Fig. 1: clock wiring as the flow saved it
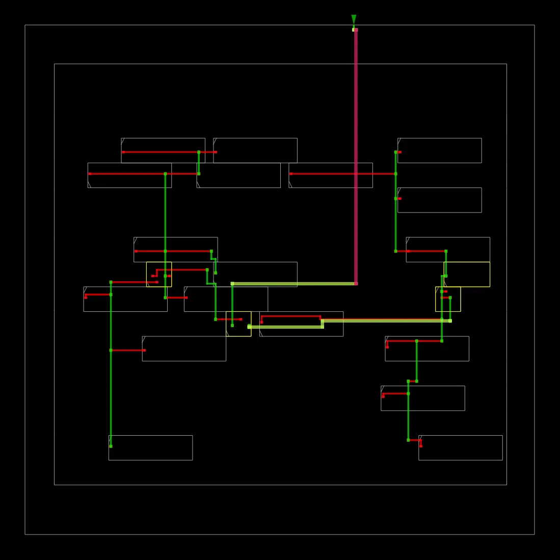
Fig. 2: routed clock nets over the placement
The bar under the picture is 20 µm long.
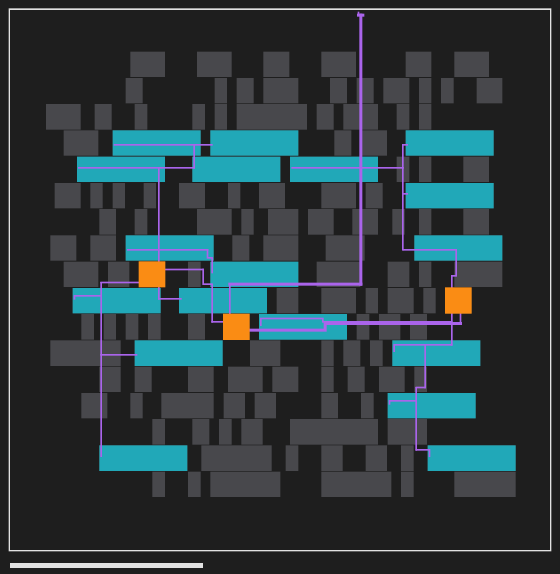
Fig. 3: cell sizes after repair
The bar under the picture is 20 µm long.
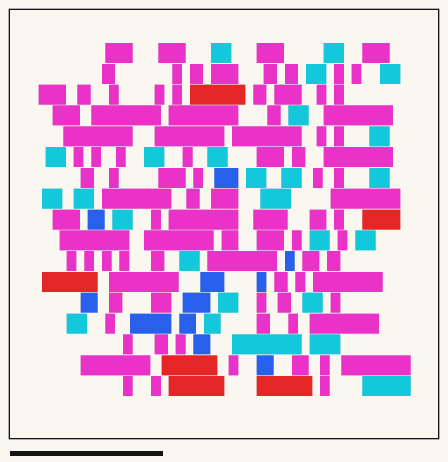
Fig. 4: register map, names as in the netlist
Other sequential cells in the stronger grey, the rest of the logic in the fainter grey.
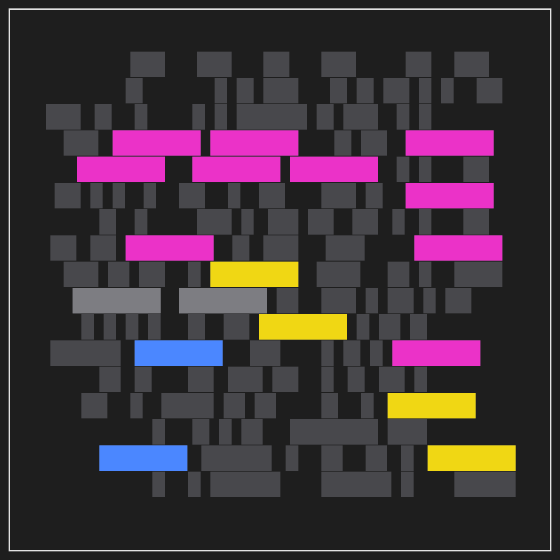
Fig. 5: gate families picked out
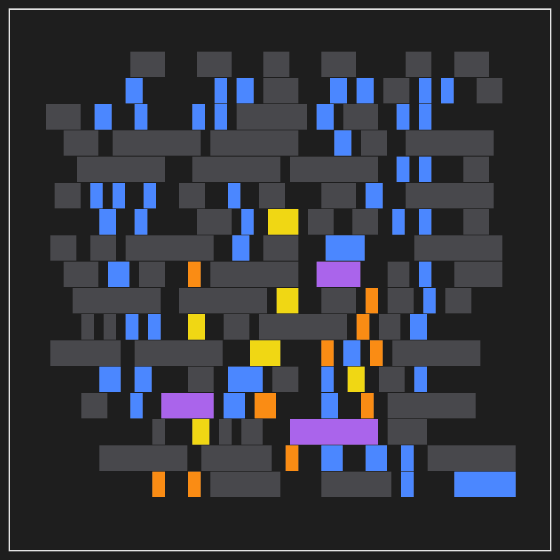
--- config.mk ---
export PLATFORM = sky130hd
export DESIGN_NAME = hs_tx_ctrl
export DESIGN_NICKNAME = d
export VERILOG_FILES = /design/src/rtl/hs_pkg.sv /design/src/rtl/hs_bit_timer.sv /design/src/rtl/hs_tx_ctrl.sv
export SDC_FILE = /design/constraint.sdc
export NUM_CORES = 1
export LEC_CHECK = 0
export ABC_AREA = 1
export CAP_MARGIN = 20
export CELL_PAD_IN_SITES_DETAIL_PLACEMENT = 1
export CELL_PAD_IN_SITES_GLOBAL_PLACEMENT = 1
export CORE_MARGIN = 3
export CORE_UTILIZATION = 34
export DETAILED_ROUTE_END_ITERATION = 10
export PLACE_DENSITY = 0.87
export SLEW_MARGIN = 0
export SYNTH_ARGS = -nofsm -noshare
export SYNTH_HDL_FRONTEND = slang
export SYNTH_SLANG_ARGS = --single-unit
--- constraint.sdc ---
create_clock -name clk -period 1.9 [get_ports clk]
set_clock_uncertainty 0.1 [all_clocks]
set_input_delay 0.475 -clock clk [delete_from_list [all_inputs] [get_ports clk]]
set_output_delay 0.475 -clock clk [all_outputs]
set_load 0.05 [all_outputs]
--- src/rtl/hs_pkg.sv ---
// hs_pkg: shared definitions for the high-speed serializer transmit controller.
//   HS_WORD_W   : default symbol width (matches the serializer shift register)
//   HS_IDLE_SYM : default fill symbol, used only when HS_TX_IDLE_FILL_EN is defined
//   hs_state_t  : controller FSM states (IDLE, SHIFT)
package hs_pkg;

    localparam int unsigned HS_WORD_W = 10;
    localparam logic [HS_WORD_W-1:0] HS_IDLE_SYM = 10'b0011111010;

    // Legacy encodings kept as named constants; the enum reuses them.
    localparam logic [0:0] ST_IDLE  = 1'b0;
    localparam logic [0:0] ST_SHIFT = 1'b1;

    typedef enum logic [0:0] {
        IDLE  = ST_IDLE,
        SHIFT = ST_SHIFT
    } hs_state_t;

endpackage

--- src/rtl/hs_bit_timer.sv ---
// hs_bit_timer: bit-period divider for the serializer controller.
//   clk, n_rst : clock, asynchronous active-low reset
//   clear      : restart the bit period (asserted on every symbol load)
//   enable     : count this cycle (controller is shifting)
//   tick       : high on the last clk of each bit period; the counter wraps here
module hs_bit_timer #(
    parameter int unsigned CLKS_PER_BIT = 4
) (
    input  logic clk,
    input  logic n_rst,
    input  logic clear,
    input  logic enable,
    output logic tick
);

    localparam int unsigned CW = (CLKS_PER_BIT > 1) ? $clog2(CLKS_PER_BIT) : 1;
    localparam logic [CW-1:0] LAST = CW'(CLKS_PER_BIT - 1);

    logic [CW-1:0] clk_cnt;

    assign tick = enable && (clk_cnt == LAST);

    always_ff @(posedge clk or negedge n_rst) begin
        if (!n_rst) begin
            clk_cnt <= '0;
        end else if (clear) begin
            clk_cnt <= '0;
        end else if (enable) begin
            clk_cnt <= (clk_cnt == LAST) ? '0 : clk_cnt + 1'b1;
        end
    end

endmodule

--- src/rtl/hs_tx_ctrl.sv ---
// hs_tx_ctrl: sequencing controller for the high-speed serializer shift register.
// Buffers one upstream symbol and strobes load/shift at CLKS_PER_BIT clocks per bit
// so consecutive symbols leave back-to-back with no gap cycles.
//   clk, n_rst      : clock, asynchronous active-low reset
//   data_in         : upstream symbol
//   data_valid      : data_in is valid
//   data_ready      : holding register empty (transfer on valid && ready)
//   sr_parallel_out : load value for the shift register
//   sr_load_enable  : one-cycle load strobe
//   sr_shift_enable : one-cycle shift strobe
//   word_done       : pulse on the final bit tick of a user symbol
//   busy            : shifting or holding a symbol
// Build option: define HS_TX_IDLE_FILL_EN to transmit IDLE_SYM whenever no user
// symbol is waiting; the line then never goes quiet after reset release.
module hs_tx_ctrl
    import hs_pkg::*;
#(
    parameter int unsigned             WORD_W       = HS_WORD_W,
    parameter int unsigned             CLKS_PER_BIT = 4,
    parameter logic [WORD_W-1:0]       IDLE_SYM     = HS_IDLE_SYM
) (
    input  logic              clk,
    input  logic              n_rst,
    input  logic [WORD_W-1:0] data_in,
    input  logic              data_valid,
    output logic              data_ready,
    output logic [WORD_W-1:0] sr_parallel_out,
    output logic              sr_load_enable,
    output logic              sr_shift_enable,
    output logic              word_done,
    output logic              busy
);

    localparam int unsigned BW = (WORD_W > 1) ? $clog2(WORD_W) : 1;
    localparam logic [BW-1:0] LAST_BIT = BW'(WORD_W - 1);

    hs_state_t         state, state_nxt;
    logic              hold_valid;
    logic [WORD_W-1:0] hold_data;
    logic [BW-1:0]     bit_cnt;
    logic              tick;
    logic              accept;
    logic              consume;
    logic              load;
    logic              shift;
    logic              done;
    logic              cur_user;

    hs_bit_timer #(
        .CLKS_PER_BIT (CLKS_PER_BIT)
    ) u_bit_timer (
        .clk    (clk),
        .n_rst  (n_rst),
        .clear  (load),
        .enable (state == SHIFT),
        .tick   (tick)
    );

    // accept requires an empty hold and consume a full one, so a symbol can
    // never be taken and loaded in the same cycle.
    assign accept = data_valid && !hold_valid;

`ifdef HS_TX_IDLE_FILL_EN
    logic fill_load;
`else
    logic unused_idle_sym;
    assign unused_idle_sym = ^IDLE_SYM;
    assign cur_user        = 1'b1;
`endif

    always_comb begin
        state_nxt = state;
        load      = 1'b0;
        shift     = 1'b0;
        done      = 1'b0;
        consume   = 1'b0;
`ifdef HS_TX_IDLE_FILL_EN
        fill_load = 1'b0;
`endif
        case (state)
            IDLE: begin
                if (hold_valid) begin
                    load      = 1'b1;
                    consume   = 1'b1;
                    state_nxt = SHIFT;
                end
`ifdef HS_TX_IDLE_FILL_EN
                // IDLE only exists for the first cycle after release; gating
                // on n_rst keeps the strobe low while reset is held.
                else if (n_rst) begin
                    load      = 1'b1;
                    fill_load = 1'b1;
                    state_nxt = SHIFT;
                end
`endif
            end
            SHIFT: begin
                if (tick) begin
                    if (bit_cnt == LAST_BIT) begin
                        done = cur_user;
                        // Final tick: load the next symbol instead of the last
                        // shift, which is what makes the stream gapless.
                        if (hold_valid) begin
                            load    = 1'b1;
                            consume = 1'b1;
                        end else begin
`ifdef HS_TX_IDLE_FILL_EN
                            load      = 1'b1;
                            fill_load = 1'b1;
`else
                            shift     = 1'b1;
                            state_nxt = IDLE;
`endif
                        end
                    end else begin
                        shift = 1'b1;
                    end
                end
            end
            default: state_nxt = IDLE;
        endcase
    end

    always_ff @(posedge clk or negedge n_rst) begin
        if (!n_rst) begin
            state      <= IDLE;
            hold_valid <= 1'b0;
            hold_data  <= '0;
            bit_cnt    <= '0;
        end else begin
            state <= state_nxt;
            if (accept) begin
                hold_valid <= 1'b1;
                hold_data  <= data_in;
            end else if (consume) begin
                hold_valid <= 1'b0;
            end
            if (load) begin
                bit_cnt <= '0;
            end else if (tick) begin
                bit_cnt <= (bit_cnt == LAST_BIT) ? '0 : bit_cnt + 1'b1;
            end
        end
    end

`ifdef HS_TX_IDLE_FILL_EN
    always_ff @(posedge clk or negedge n_rst) begin
        if (!n_rst) begin
            cur_user <= 1'b0;
        end else if (load) begin
            cur_user <= !fill_load;
        end
    end

    assign sr_parallel_out = fill_load ? IDLE_SYM : hold_data;
    assign busy            = n_rst;
`else
    assign sr_parallel_out = hold_data;
    assign busy            = (state == SHIFT) || hold_valid;
`endif

    assign data_ready      = !hold_valid;
    assign sr_load_enable  = load;
    assign sr_shift_enable = shift;
    assign word_done       = done;

endmodule

==> design notes <==
The top-level port count is 28, and the worst path buffer plus inverter count is 2. In this run the post-CTS setup repair buffer count came out at 3. The first global-routing pass estimated 3970 µm of wire. On met3, the global router reports a usage of 4.18%. Looking at the gate-level netlist, the highest instance count belongs to sky130_fd_sc_hd__nand2_1. The clock group total power came out at 0.240 mW. Among cell families on the critical path, the largest total delay comes from flip-flops. The required time at the worst endpoint is listed as 1.32 ns.

The flow reports power dissipated in sequential cells as 0.682 mW. The sum of negative setup slack came out at -0.404 ns. Buffer cell driving the clock tree root: sky130_fd_sc_hd__clkbuf_4.

Signal routing reaches up to met4. For reference, the placement row count at floorplan is 17. The flow inserted 28 tap cells.

Per the synthesis report, the adder-cell share of the synthesized area is 4.42%. The main area contributors are sky130_fd_sc_hd__dfrtp_1 53%, sky130_fd_sc_hd__nand2_1 12%, sky130_fd_sc_hd__nand3_1 8.8%. Per report_power, the clock group accounts for 10.5% of the total. The checks that failed: setup timing.

The timing report shows that the slowest cell on the worst path is sky130_fd_sc_hd__dfrtp_1. Looking at area per cell type in the netlist, the leader is sky130_fd_sc_hd__dfrtp_1. The run gives 2.07 ns for the final period demand of the worst path. The via count of the first global-routing pass is 838, and the worst setup slack before clock tree synthesis is 0.118 ns.

With the post-route met1 wirelength at 993 µm, the count of plain and timing-repair buffers in the layout is 35. The tools report the worst flop-to-flop path startpoint as bit_cnt[1]$_DFFE_PN0P_. With the delay of the slowest cell on the worst path at 0.41 ns, the number of cells after detailed placement is 154. The biggest slice of the area belongs to registers.

With the number of pins with negative max-slew slack in the final report at 0, the pin count of the biggest net entering global routing is 19. The smallest setup slack after layout was -0.169 ns. The floorplan step defined a die boundary enclosing 3130 µm². The portion of the clock cycle consumed by the worst path in the final layout is 109%. The run gives 29 for the warning total across the stage logs. Dominant kind of combinational cell: simple AND/OR/NAND/NOR gates. The later-pin clock latency in the skew report was 0.30 ns; the storage element area was 450 µm².

The synthesized instance count was 98; the core area was 2300 µm². The clock transition at the registers of the reported paths is 0.11 ns, and the portion of the layout cell area used by non-clock buffers is 27.1%. The relative slew slack is 82.4%. Across all layers, the routed design uses 802 vias. Ranked by instance count, the synthesized netlist is headed by 28 x sky130_fd_sc_hd__nand2_1, 18 x sky130_fd_sc_hd__dfrtp_1, 15 x sky130_fd_sc_hd__nand3_1, 7 x sky130_fd_sc_hd__inv_1, 6 x sky130_fd_sc_hd__nor2_1.

The fraction of cell area in sequential cells is reported as 34.3%. The multi-input gate share of total cell area came out at 30.1%. The peak-usage layer in the global routing report is met2. The initial antenna violation count was 0. After synthesis, the design contains 98 cells according to Yosys. The worst hold slack is 0.387 ns.

In this run, post-CTS repair resized a total of 2 instances. The tools report the chip area from the yosys synthesis statistics as 848 µm². The global route stage reports its total congestion overflow as 0. The cell area that synthesis handed to floorplanning was 848 µm².

The worst setup path endpoint was sr_load_enable. For reference, the final report shows the hold violation count at 0. The power share of the combinational group came out at 59.7%. TritonCTS built the clock tree. The slew at the pin with the worst max-slew slack was 0.265 ns. The launch point of the critical path was reported as bit_cnt[1]$_DFFE_PN0P_. For the met2 track demand over resource in global routing, the log shows 29.4%. After Yosys synthesis, AND-OR and OR-AND compound gates account for 5.01% of the synthesized area. The biggest slice of the total power is consumed by combinational cells. With the count of endpoints failing setup in the final report at 3, the total iterations of the first detailed-routing run is 4.

The tools report the capture instance of the worst register-to-register path as hold_valid$_DFFE_PN0P_. The power density over cell area came out at 1740 nW/µm². The library cell used most frequently in the layout, excluding fill and tap cells, is sky130_fd_sc_hd__nand2_1. The flow reports power dissipated in combinational cells as 1.37 mW. Setup repair after global routing could not meet its margin everywhere. The run finished, with violations left. The sort of element at the start of the critical path was a flop.

The synthesized design contains 18 register bits. Between the synthesized netlist and the finished layout, the area growth was recorded as 54.7%. The worst vdd rail ir drop was 0.901 mV.

The fraction of power spent switching nets came out at 49.1%. The detailed route wirelength on metal2 is 1380 µm, and the total power is 2.29 mW. Per the layout report, the design carries 10 non-clock inverters.

The number of antenna diodes in the final layout is 0. The tools report the cts-stage hold buffer count as 0. The type of the most critical hold path was input pin to async pin. The critical path maximum fanout is 2.

The run gives 4 as the number of clock-tree buffers in the layout. The signal on the critical path passes through inv_2 -> ha_4 -> nand2_4 -> nor2_4 -> nand3_2 -> nand2_2 -> buf_12. The top achievable clock speed is 483 MHz. With the internal power component at 1.17 mW, the async set-or-reset flop fraction in the synthesized netlist is 100%. The clock passes through at most 2 buffers. Per the log, the first TritonRoute iteration ended with a DRC count of 9. With fillers left out, the area of the finished cells amounts to 1310 µm².

Counting every net in the synthesized netlist gives 114. The die width works out to 56.0 µm. The floorplan step records an initial core utilization of 36.9%. For the count of synthesis-stage warnings from yosys, the log shows 0.

Per the OpenROAD floorplan log, the height of the die is 56.0 µm. The parity-gate share of the synthesized area counting xor and xnor cells was 0%. Summing the areas of all and, or, nand and nor instances in the mapped netlist gives 30.2% of the synthesized area.

Per the detail_route log, met3 wirelength is 76 µm. The leakage power is 0.656 nW. Aggregate global-route resource usage: 16.4%. The reg-to-reg setup timing slack is 0.51 ns. Per the run summary, max-cap violations total 0. In this run, distinct cell masters in the synthesized netlist total 20. The final cell count without fillers was 163.
## Picture notes: Fig. 1
CTS sink cnt: 18
number of buffers added by the clock tree synthesis step: 3

## Picture notes: Fig. 2
clock wires: shown in purple, length 255 µm. clock drivers: shown in orange, count 3. flip-flops: shown in cyan, count 18.
There are 4 routed clock nets.

## Picture notes: Fig. 3
_3 and _4 cells: shown in cyan, cells 26, most used buf_4. _6 and larger: shown in red, cells 6, most used buf_12. _0 and _1 cells: shown in magenta, cells 92, most used nand2_1. _2 cells: shown in blue, cells 11, most used nand2_2.

## Picture notes: Fig. 4
`u_bit_timer.clk_cnt`: shown in blue, placed flops 2. `sr_parallel_out`: shown in magenta, placed flops 10. `bit_cnt`: shown in yellow, placed flops 4.

## Picture notes: Fig. 5
nand cells: shown in blue, cells 49, most used nand2_1. inv cells: shown in orange, cells 10, most used inv_1. aoi and oai cells: shown in yellow, cells 6, most used o21ai_0. fa/ha/maj cells: shown in purple, cells 3.

Power is estimated from default activity; no workload was simulated.
